### Wiring heat map, run 1

Scale bar: 50 um. 27 x 27 tiles, from black (low) to pale yellow (high), scaled to the fullest tile. Values are wire area over tile area, all layers added.
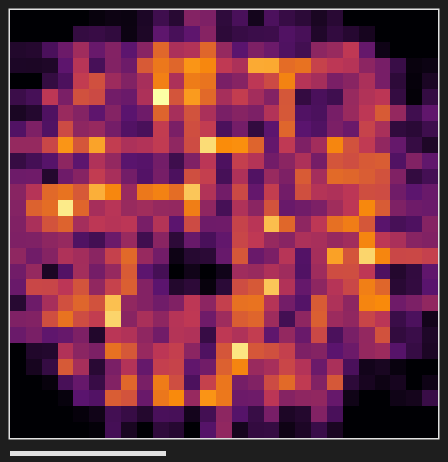
### Cell density map, run 1

Scale bar: 50 um. 14 x 14 tiles, from black (low) to pale yellow (high), 0 to 100% covered.
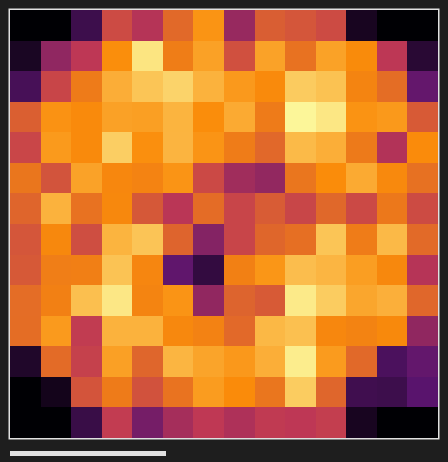
### Routing congestion, run 1

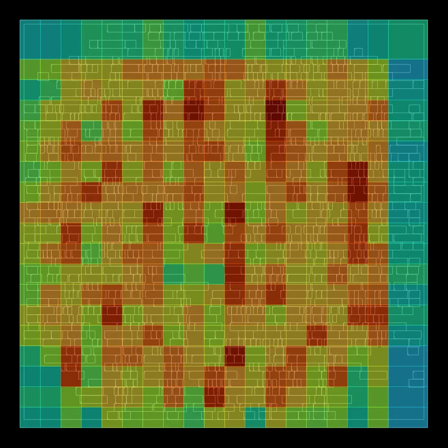
**config.mk**
```make
export PLATFORM = sky130hd
export DESIGN_NAME = sr_in_debounce_flat
export DESIGN_NICKNAME = d
export VERILOG_FILES = /design/src/rtl/sr_io_pkg.sv /design/src/rtl/sr_in_debounce_if.sv /design/src/rtl/sr_debounce_cell.sv /design/src/rtl/sr_in_debounce.sv /design/src/flat_wrapper.sv
export SDC_FILE = /design/constraint.sdc
export NUM_CORES = 1
export LEC_CHECK = 0
export CAP_MARGIN = 0
export CORE_UTILIZATION = 54
export CTS_CLUSTER_DIAMETER = 50
export CTS_CLUSTER_SIZE = 10
export DETAILED_ROUTE_END_ITERATION = 6
export PLACE_DENSITY = 0.8
export REMOVE_ABC_BUFFERS = 1
export SLEW_MARGIN = 20
export SYNTH_ARGS = -nofsm -noshare
export SYNTH_HDL_FRONTEND = slang
export SYNTH_SLANG_ARGS = --single-unit
```
**constraint.sdc**
```tcl
create_clock -name CLK_IN -period 2.3 [get_ports CLK_IN]
set_input_delay 0.345 -clock CLK_IN [delete_from_list [all_inputs] [get_ports CLK_IN]]
set_output_delay 0.345 -clock CLK_IN [all_outputs]
set_load 0.01 [all_outputs]
```
**src/rtl/sr_io_pkg.sv**
```systemverilog
// Shared definitions for the serial shift-register input chain: frame geometry
// and symbolic names for the recovered input bits.
package sr_io_pkg;

    localparam int          SR_BITS       = 24;
    localparam logic [4:0]  SR_FRAME_LAST = 5'd24;

    // Input bit indices within in_raw
    localparam int IN_DISP_DATA = 0;
    localparam int IN_DISP_INT  = 1;
    localparam int IN_FP_BTN0   = 2;
    localparam int IN_FP_BTN1   = 3;
    localparam int IN_FP_BTN2   = 4;
    localparam int IN_FP_BTN3   = 5;
    localparam int IN_FP_SW0    = 6;
    localparam int IN_FP_SW1    = 7;

endpackage

```
**src/rtl/sr_in_debounce_if.sv**
```systemverilog
// Bundle between the shift-register controller / front-panel logic and the
// input debouncer: raw frame data in, debounced levels and event word out.
interface sr_in_debounce_if #(
    parameter int WIDTH = 24
);
    logic [4:0]       bitcount;
    logic [WIDTH-1:0] in_raw;
    logic [WIDTH-1:0] in_mask;
    logic             evt_ack;

    logic [WIDTH-1:0] stable;
    logic [WIDTH-1:0] rise;
    logic [WIDTH-1:0] fall;
    logic             frame_tick;
    logic             evt_valid;
    logic [WIDTH-1:0] evt_bits;
    logic             evt_ovf;

    modport master (
        output bitcount, in_raw, in_mask, evt_ack,
        input  stable, rise, fall, frame_tick, evt_valid, evt_bits, evt_ovf
    );

    modport slave (
        input  bitcount, in_raw, in_mask, evt_ack,
        output stable, rise, fall, frame_tick, evt_valid, evt_bits, evt_ovf
    );
endinterface

```
**src/rtl/sr_debounce_cell.sv**
```systemverilog
// One-bit frame-rate debouncer: a level change is accepted only after it has
// been seen on STABLE_FRAMES consecutive frame ticks.
module sr_debounce_cell #(
    parameter int STABLE_FRAMES = 4,
    parameter int CNT_W         = 4
) (
    input  logic CLK_IN,
    input  logic RST_N,
    input  logic tick,
    input  logic first,
    input  logic en,
    input  logic d,
    output logic q,
    output logic rise,
    output logic fall,
    output logic chg
);
    localparam logic [CNT_W-1:0] CNT_LAST = CNT_W'(STABLE_FRAMES - 1);

    logic             r_q;
    logic [CNT_W-1:0] r_cnt;
    logic             r_rise;
    logic             r_fall;
    logic             w_diff;
    logic             w_accept;

    assign w_diff   = d ^ r_q;
    // Acceptance is flagged combinationally so the event latch can update on
    // the same edge the pulse is registered.
    assign w_accept = tick & en & ~first & w_diff & (r_cnt == CNT_LAST);

    always_ff @(posedge CLK_IN or negedge RST_N) begin
        if (!RST_N) begin
            r_q    <= 1'b0;
            r_cnt  <= '0;
            r_rise <= 1'b0;
            r_fall <= 1'b0;
        end else begin
            r_rise <= 1'b0;
            r_fall <= 1'b0;
            if (tick) begin
                if (!en) begin
                    r_q   <= 1'b0;
                    r_cnt <= '0;
                end else if (first) begin
                    r_q   <= d;
                    r_cnt <= '0;
                end else if (!w_diff) begin
                    r_cnt <= '0;
                end else if (w_accept) begin
                    r_q    <= d;
                    r_cnt  <= '0;
                    r_rise <= d;
                    r_fall <= ~d;
                end else begin
                    r_cnt <= r_cnt + 1'b1;
                end
            end
        end
    end

    assign q    = r_q;
    assign rise = r_rise;
    assign fall = r_fall;
    assign chg  = w_accept;

endmodule

```
**src/rtl/sr_in_debounce.sv**
```systemverilog
// Frame-synchronous debouncer and sticky event latch for the parallel inputs
// recovered from the shift-register chain; one update per frame.
module sr_in_debounce
    import sr_io_pkg::*;
#(
    parameter int WIDTH         = SR_BITS,
    parameter int STABLE_FRAMES = 4,
    parameter int CNT_W         = 4
) (
    input  logic              CLK_IN,
    input  logic              RST_N,
    sr_in_debounce_if.slave   bus
);
    logic             r_last_q;
    logic             r_last_q2;
    logic             r_first;
    logic [WIDTH-1:0] r_evt_bits;
    logic             r_evt_ovf;

    logic             w_tick;
    logic [WIDTH-1:0] w_sample;
    logic [WIDTH-1:0] w_stable;
    logic [WIDTH-1:0] w_rise;
    logic [WIDTH-1:0] w_fall;
    logic [WIDTH-1:0] w_chg;
    logic [WIDTH-1:0] w_evt_keep;
    logic [WIDTH-1:0] w_evt_nxt;
    logic             w_ovf_nxt;

    // Tick lands in the cycle after the last bit, when in23 is valid; a
    // bitcount parked on the last value yields only the one rising edge.
    always_ff @(posedge CLK_IN or negedge RST_N) begin
        if (!RST_N) begin
            r_last_q  <= 1'b0;
            r_last_q2 <= 1'b0;
        end else begin
            r_last_q  <= (bus.bitcount == SR_FRAME_LAST);
            r_last_q2 <= r_last_q;
        end
    end

    assign w_tick   = r_last_q & ~r_last_q2;
    assign w_sample = bus.in_raw & bus.in_mask;

    always_ff @(posedge CLK_IN or negedge RST_N) begin
        if (!RST_N)      r_first <= 1'b1;
        else if (w_tick) r_first <= 1'b0;
    end

    for (genvar g = 0; g < WIDTH; g++) begin : g_cell
        sr_debounce_cell #(
            .STABLE_FRAMES (STABLE_FRAMES),
            .CNT_W         (CNT_W)
        ) u_cell (
            .CLK_IN (CLK_IN),
            .RST_N  (RST_N),
            .tick   (w_tick),
            .first  (r_first),
            .en     (bus.in_mask[g]),
            .d      (w_sample[g]),
            .q      (w_stable[g]),
            .rise   (w_rise[g]),
            .fall   (w_fall[g]),
            .chg    (w_chg[g])
        );
    end

    // A change arriving with the ack survives it; masked bits drop their
    // pending event on the tick.
    always_comb begin
        w_evt_keep = bus.evt_ack ? '0 : r_evt_bits;
        w_evt_nxt  = (w_evt_keep | w_chg) & (w_tick ? bus.in_mask : {WIDTH{1'b1}});
        w_ovf_nxt  = (bus.evt_ack ? 1'b0 : r_evt_ovf)
                   | (|(r_evt_bits & w_chg & ~{WIDTH{bus.evt_ack}}));
    end

    always_ff @(posedge CLK_IN or negedge RST_N) begin
        if (!RST_N) begin
            r_evt_bits <= '0;
            r_evt_ovf  <= 1'b0;
        end else begin
            r_evt_bits <= w_evt_nxt;
            r_evt_ovf  <= w_ovf_nxt;
        end
    end

    assign bus.stable     = w_stable;
    assign bus.rise       = w_rise;
    assign bus.fall       = w_fall;
    assign bus.frame_tick = w_tick;
    assign bus.evt_bits   = r_evt_bits;
    assign bus.evt_ovf    = r_evt_ovf;
    assign bus.evt_valid  = |r_evt_bits;

endmodule

```
**src/flat_wrapper.sv**
```systemverilog
// flat-port wrapper written by rule: the top's interface ports become plain ports
module sr_in_debounce_flat import sr_io_pkg::*;
#(
    parameter int WIDTH         = SR_BITS,
    parameter int STABLE_FRAMES = 4,
    parameter int CNT_W         = 4
)
  (CLK_IN, RST_N, bus_bitcount, bus_in_raw, bus_in_mask, bus_evt_ack, bus_stable, bus_rise, bus_fall, bus_frame_tick, bus_evt_valid, bus_evt_bits, bus_evt_ovf);
  sr_in_debounce_if #(.WIDTH(WIDTH)) bus_i ();
  input  logic CLK_IN;
  input  logic RST_N;
  input wire logic [$bits(bus_i.bitcount)-1:0] bus_bitcount;
  input wire logic [$bits(bus_i.in_raw)-1:0] bus_in_raw;
  input wire logic [$bits(bus_i.in_mask)-1:0] bus_in_mask;
  input wire logic [$bits(bus_i.evt_ack)-1:0] bus_evt_ack;
  output wire logic [$bits(bus_i.stable)-1:0] bus_stable;
  output wire logic [$bits(bus_i.rise)-1:0] bus_rise;
  output wire logic [$bits(bus_i.fall)-1:0] bus_fall;
  output wire logic [$bits(bus_i.frame_tick)-1:0] bus_frame_tick;
  output wire logic [$bits(bus_i.evt_valid)-1:0] bus_evt_valid;
  output wire logic [$bits(bus_i.evt_bits)-1:0] bus_evt_bits;
  output wire logic [$bits(bus_i.evt_ovf)-1:0] bus_evt_ovf;
  assign bus_i.bitcount = bus_bitcount;
  assign bus_i.in_raw = bus_in_raw;
  assign bus_i.in_mask = bus_in_mask;
  assign bus_i.evt_ack = bus_evt_ack;
  assign bus_stable = bus_i.stable;
  assign bus_rise = bus_i.rise;
  assign bus_fall = bus_i.fall;
  assign bus_frame_tick = bus_i.frame_tick;
  assign bus_evt_valid = bus_i.evt_valid;
  assign bus_evt_bits = bus_i.evt_bits;
  assign bus_evt_ovf = bus_i.evt_ovf;
  sr_in_debounce #(.WIDTH(WIDTH), .STABLE_FRAMES(STABLE_FRAMES), .CNT_W(CNT_W)) u_core (.CLK_IN(CLK_IN), .RST_N(RST_N), .bus(bus_i));
endmodule
```
==> impl_metrics.yaml, run 1 <==
# physical design summary
status:
  status: "finished, final reports clean"
placement:
  globalplace.congestion: 0.8342
yosys:
  ys.flop_type: "dfrtp_1"
  synthArstFlopShare_pct: 100.0
  xor_area_share_pct: 2.301
  aoi_share_pct: 15.64
  ys_cells: 1035
  ys_warn_count: 0
  mux_area_share_pct: 0
  synth_cells: 1035
critical_path:
  crit_end: "bus_evt_valid"
  crit_path_max_incr_delay_ps: 420
  path_depth: 5
  startpoint: "u_core.bus.evt_bits[4]"
  critical_path.endpoint_type: "output pin"
  path_delay_family: "simple AND/OR/NAND/NOR gates"
drt:
  ant_nets: 0
  dr.first_iter.drc_count: 670
  wl_met3_um: 1683
global_routing:
  grt_use_met1_pct: 35.38
  antenna_found_initial: 0
pwr:
  p_leak_nw: 5.277
  comb_power_share_pct: 11.0
  power.group.top: "registers"
  p_clk_w: 0.00315
  vdd_drop_max_mv: 0.5171
  switching_share_pct: 24.63
clock_tree:
  cts.repair.resized: 4
cells_and_area:
  layout.nets: 1213
worst_hold_path:
  worstHoldPathType: "in -> async"
floorplanning:
  std_cell_rows: 49
sta:
  maxSlewViolCount: 0
Notes on 'Wiring heat map' above:
24% of the tiles are over half the peak. 8.9% of the tiles are nearly empty. The mean over all tiles is 0.20. The fullest tile reaches 0.58.

Notes on 'Cell density map' above:
33% of the tiles are over 75% full. 4.6% of the tiles are nearly empty. The mean over all tiles is 62%. The fullest tile reaches 98%.
Final Util: 66.55%
core area: 17960 um2
Starting Density: 55.10%

Notes on 'Routing congestion' above:
WL/cell: 17.01 um
M2 GR Usage: 40.06%
met3 GRT Util: 6.218%

==> run 1: cells in the mapped netlist (all sizes together), types with 11 or more instances <==
cell type,n,area [um2]
dfrtp,195,4880
nand2,147,551.8
o21ai,97,485.5
buf,91,639.4
nor2,56,210.2
nand3,51,255.2
a21oi,50,250.2
a22o,36,315.3
o31ai,34,255.2
and3,29,182.7
nor3b,27,214.0
nand2b,26,162.7
ha,24,300.3
xor2,24,210.2
nand4,19,118.9
inv,15,56.30
clkbuf,14,52.55
nand4b,11,96.34
==> run 1: layout make-up <==
class / instances / area share, %
clock buffers: 21 / 3.935
well taps: 229 / 2.397
repair buffers: 184 / 15.21
inverters: 16 / 0.5024
clock inverters: 10 / 1.287
flip-flops and latches: 196 / 41.04
multi-input cells: 718 / 35.64
### Metal 1, run 1

Scale bar: 50 um.
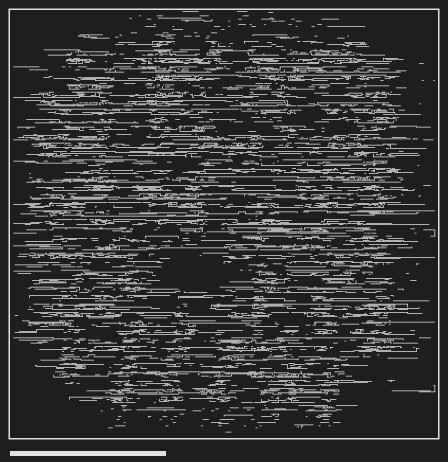

==> run 2: changes to the inputs <==
- CORE_UTILIZATION: 54 -> 45
- CTS_CLUSTER_SIZE: 10 -> 28
- PLACE_DENSITY: 0.8 -> 0.69
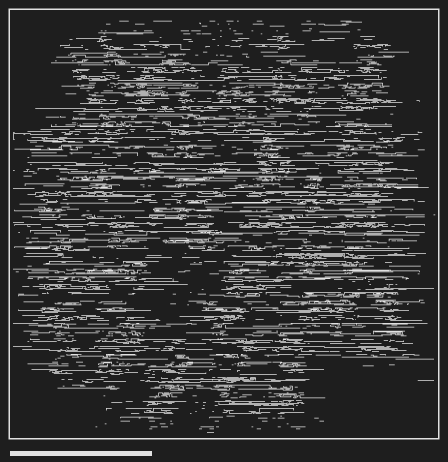
*Metal 1, run 2*
Scale bar: 50 um.
The layer holds 46% of the routed length. The wires run mostly horizontal. The layer carries 11200 um of wire. The longest straight run is 41.9 um.
total number of vias: 7892
GRT met1 Usage: 30.95%
WL final: 24260 um

==> run 2 against run 1 <==
Sequential share of layout area is 0.60 points lower; critical path depth decreased by 1; critical path type unchanged; non-clock buffer count rose by 4; core utilization is 9.6 points lower; largest cell class unchanged.
==> impl_metrics.yaml, run 2 <==
# physical design summary
status:
  status: "finished, final reports clean"
clock_tree:
  numCtsBuffers: 17
  cts_sinks: 196
  cts.repair.resized: 3
drt:
  dr.first_iter.drc_count: 582
  wl_per_cell_um: 17.03
  ant_nets: 0
  vias_per_cell: 5.542
yosys:
  ys_cells: 1035
  yosys-top-cells-count: "dfrtp_1, nand2_1, o21ai_0"
  ys.flop_type: "dfrtp_1"
  yosysTopAreaCell: "dfrtp_1"
  synthArstFlopShare_pct: 100.0
  ys_ff: 196
  synthMostInstantiatedCell: "dfrtp_1"
critical_path:
  required_ps: 1960
  crit_arrival_ps: 1880
  startpoint: "u_core.bus.evt_bits[3]"
  crit_end: "bus_evt_valid"
  critPathMaxFanout: 4
  path_depth: 4
  rr_startpoint: "u_core.r_first"
  crit_path_max_incr_delay_ps: 420
sta:
  maxSlewViolCount: 0
worst_hold_path:
  worstHoldPathType: "in -> reg"
pwr:
  p_clk_w: 0.00350
  intPower_w: 0.006308
  comb_power_share_pct: 10.6
  switching_share_pct: 23.76
  power.group.top: "registers"
  vdd_drop_max_mv: 0.4575
  clkPwrFrac_pct: 42.3
  p_leak_nw: 5.332
placement:
  globalplace.congestion: 0.8059
cells_and_area:
  fin_area_um2: 12130
  postLayoutCoreUtil_pct: 56.99
  layout.nets: 1217
floorplanning:
  fp_util_pct: 46.50
  ios: 155
  std_cell_rows: 53
global_routing:
  antenna_found_initial: 0
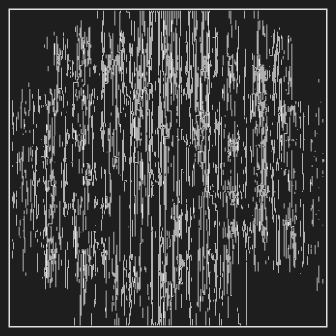
*Metal 2, run 2*
990 nets have wire on it. The layer holds 46% of the routed length. The longest straight run is 61.9 um. The wires run mostly vertical.

-- run 2: cell families (layout without fill, tap and decap cells) --
family                   count (synthesis)  count (layout)  synth area share, %
AND/OR/NAND/NOR                        420             420                21.87
AND-OR/OR-AND                          248             248                15.64
flip-flops                             196             196                49.56
buffers and inverters                  121             235                7.597
XOR/XNOR                                26              26                2.301
adder cells (fa/ha/maj)                 24              24                3.034
-- run 2: layout make-up --
class / instances / area share (%)
multi-input cells: 718 / 35.12
clock buffers: 21 / 3.878
flip-flops and latches: 196 / 40.44
repair buffers: 188 / 15.38
clock inverters: 10 / 1.856
inverters: 16 / 0.4951
well taps: 275 / 2.836
-- run 2: routing by layer --
metal | GRT usage [%] | part of all wire, %
met1 | 30.95 | 46
met2 | 34.75 | 46
met3 | 5.333 | 6.3
met4 | 6.919 | 1.9
met5 | 0 | 0
### Wiring heat map, run 2

Scale bar: 50 um. 30 x 30 tiles, from black (low) to pale yellow (high), scaled to the fullest tile. Values are wire area over tile area, all layers added.
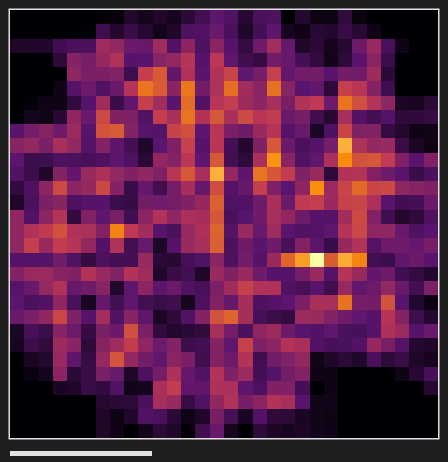

==> run 3: changes to the inputs <==
- PLACE_DENSITY: 0.69 -> 0.78
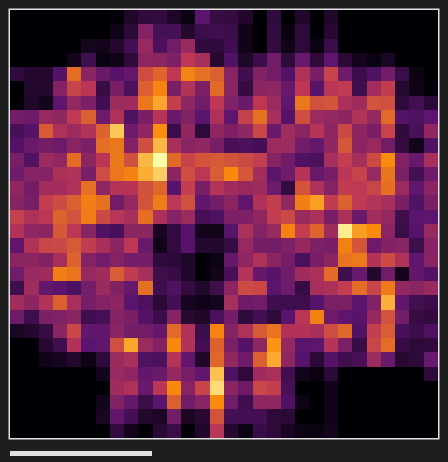
*Wiring heat map, run 3*
Scale bar: 50 um. 30 x 30 tiles, from black (low) to pale yellow (high), scaled to the fullest tile. Values are wire area over tile area, all layers added.
18% of the tiles are over half the peak. The fullest tile reaches 0.59. The mean over all tiles is 0.17.
WL/cell: 17.14 um
WL final: 24450 um

==> run 3 against run 2 <==
First-iteration DRC count fell by 6.4%; synthesized cell count did not move; sequential share of layout area rose by 0.34 points; worst hold slack improved by 3.1 ps; combinational power rose by 0.5%; largest cell class unchanged; critical endpoint unchanged; synthesized area did not move; maximum frequency rose by 2.4%.
==> impl_metrics.yaml, run 3 <==
# physical design summary
status:
  status: "finished, final reports clean"
yosys:
  synthMostInstantiatedCell: "dfrtp_1"
  area_leaders: "dfrtp_1, nand2_1, buf_4, o21ai_0, a22o_1"
  ys.flop_type: "dfrtp_1"
  yosys-top-cells-count: "dfrtp_1, nand2_1, o21ai_0"
  ys_sh_simple_pct: 21.87
  logic_family: "simple AND/OR/NAND/NOR gates"
  synthArstFlopShare_pct: 100.0
  aoi_share_pct: 15.64
  ys_cells: 1035
  fa_ha_area_share_pct: 3.034
  yosysTopAreaCellShare_pct: 49.30
  xor_area_share_pct: 2.301
  ys_warn_count: 0
drt:
  ant_nets: 0
  vias_per_cell: 5.702
  dr.first_iter.drc_count: 545
  vias: 8131
critical_path:
  startpoint: "u_core.bus.evt_bits[3]"
  crit_path_max_incr_delay_ps: 420
  rr_startpoint: "u_core.r_first"
  critical_path.endpoint_type: "output pin"
  critPathMaxFanout: 4
  path_depth: 5
placement:
  globalplace.congestion: 0.8176
pwr:
  p_leak_nw: 5.281
  comb_power_share_pct: 11.4
  p_clk_w: 0.00299
  vdd_drop_max_mv: 0.4698
  clkPwrFrac_pct: 38.5
clock_tree:
  cts_sinks: 196
  numCtsBuffers: 17
floorplanning:
  fp_util_pct: 46.50
  ios: 155
  fp.coreArea_um2: 21290
  std_cell_rows: 53
cells_and_area:
  fin_area_um2: 12040
  postLayoutCoreUtil_pct: 56.55
worst_hold_path:
  worstHoldPathType: "in -> reg"
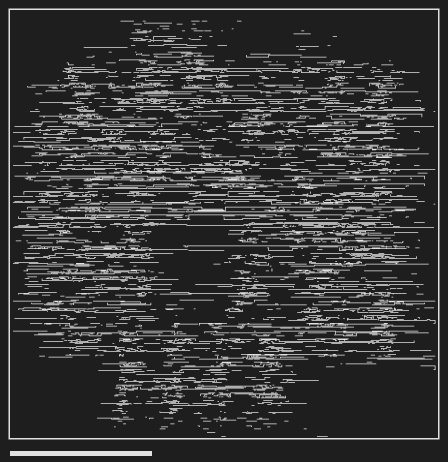
*Metal 1, run 3*
Scale bar: 50 um.
The longest straight run is 54.3 um. The wires run mostly horizontal. 1083 nets have wire on it. The layer holds 46% of the routed length.

run 3: area by class of cell:
type,instances,area [um2],share of cell area [%]
clock buffer,17,425.4,3.534
multi-input combinational,718,4275,35.52
timing repair buffer,189,1856,15.41
clock inverter,15,168.9,1.403
inverter,16,60.06,0.4989
sequential,196,4908,40.78
tap,275,344.1,2.858
run 3: routing by layer:
metal | vias up | part of all wire, % | global-route usage [%] | wire [um]
met5 | - | 0 | 0 | 0
met4 | 0 | 1.6 | 6.515 | 397
met3 | 30 | 6.9 | 5.091 | 1690
met2 | 277 | 46 | 33.94 | 11140
met1 | 3974 | 46 | 31.82 | 11220
li1 | 3850 | - | - | -
run 3: what timing repair did:
item / CTS / global route
endpoints found under the setup margin: 1 / 1
pin swaps: 0 / 1
hold endpoints to repair: 50 / 0
hold buffers: 1 / 0
resized: 6 / 3
Power figures rest on the tool's default switching activity, not on a simulated workload.
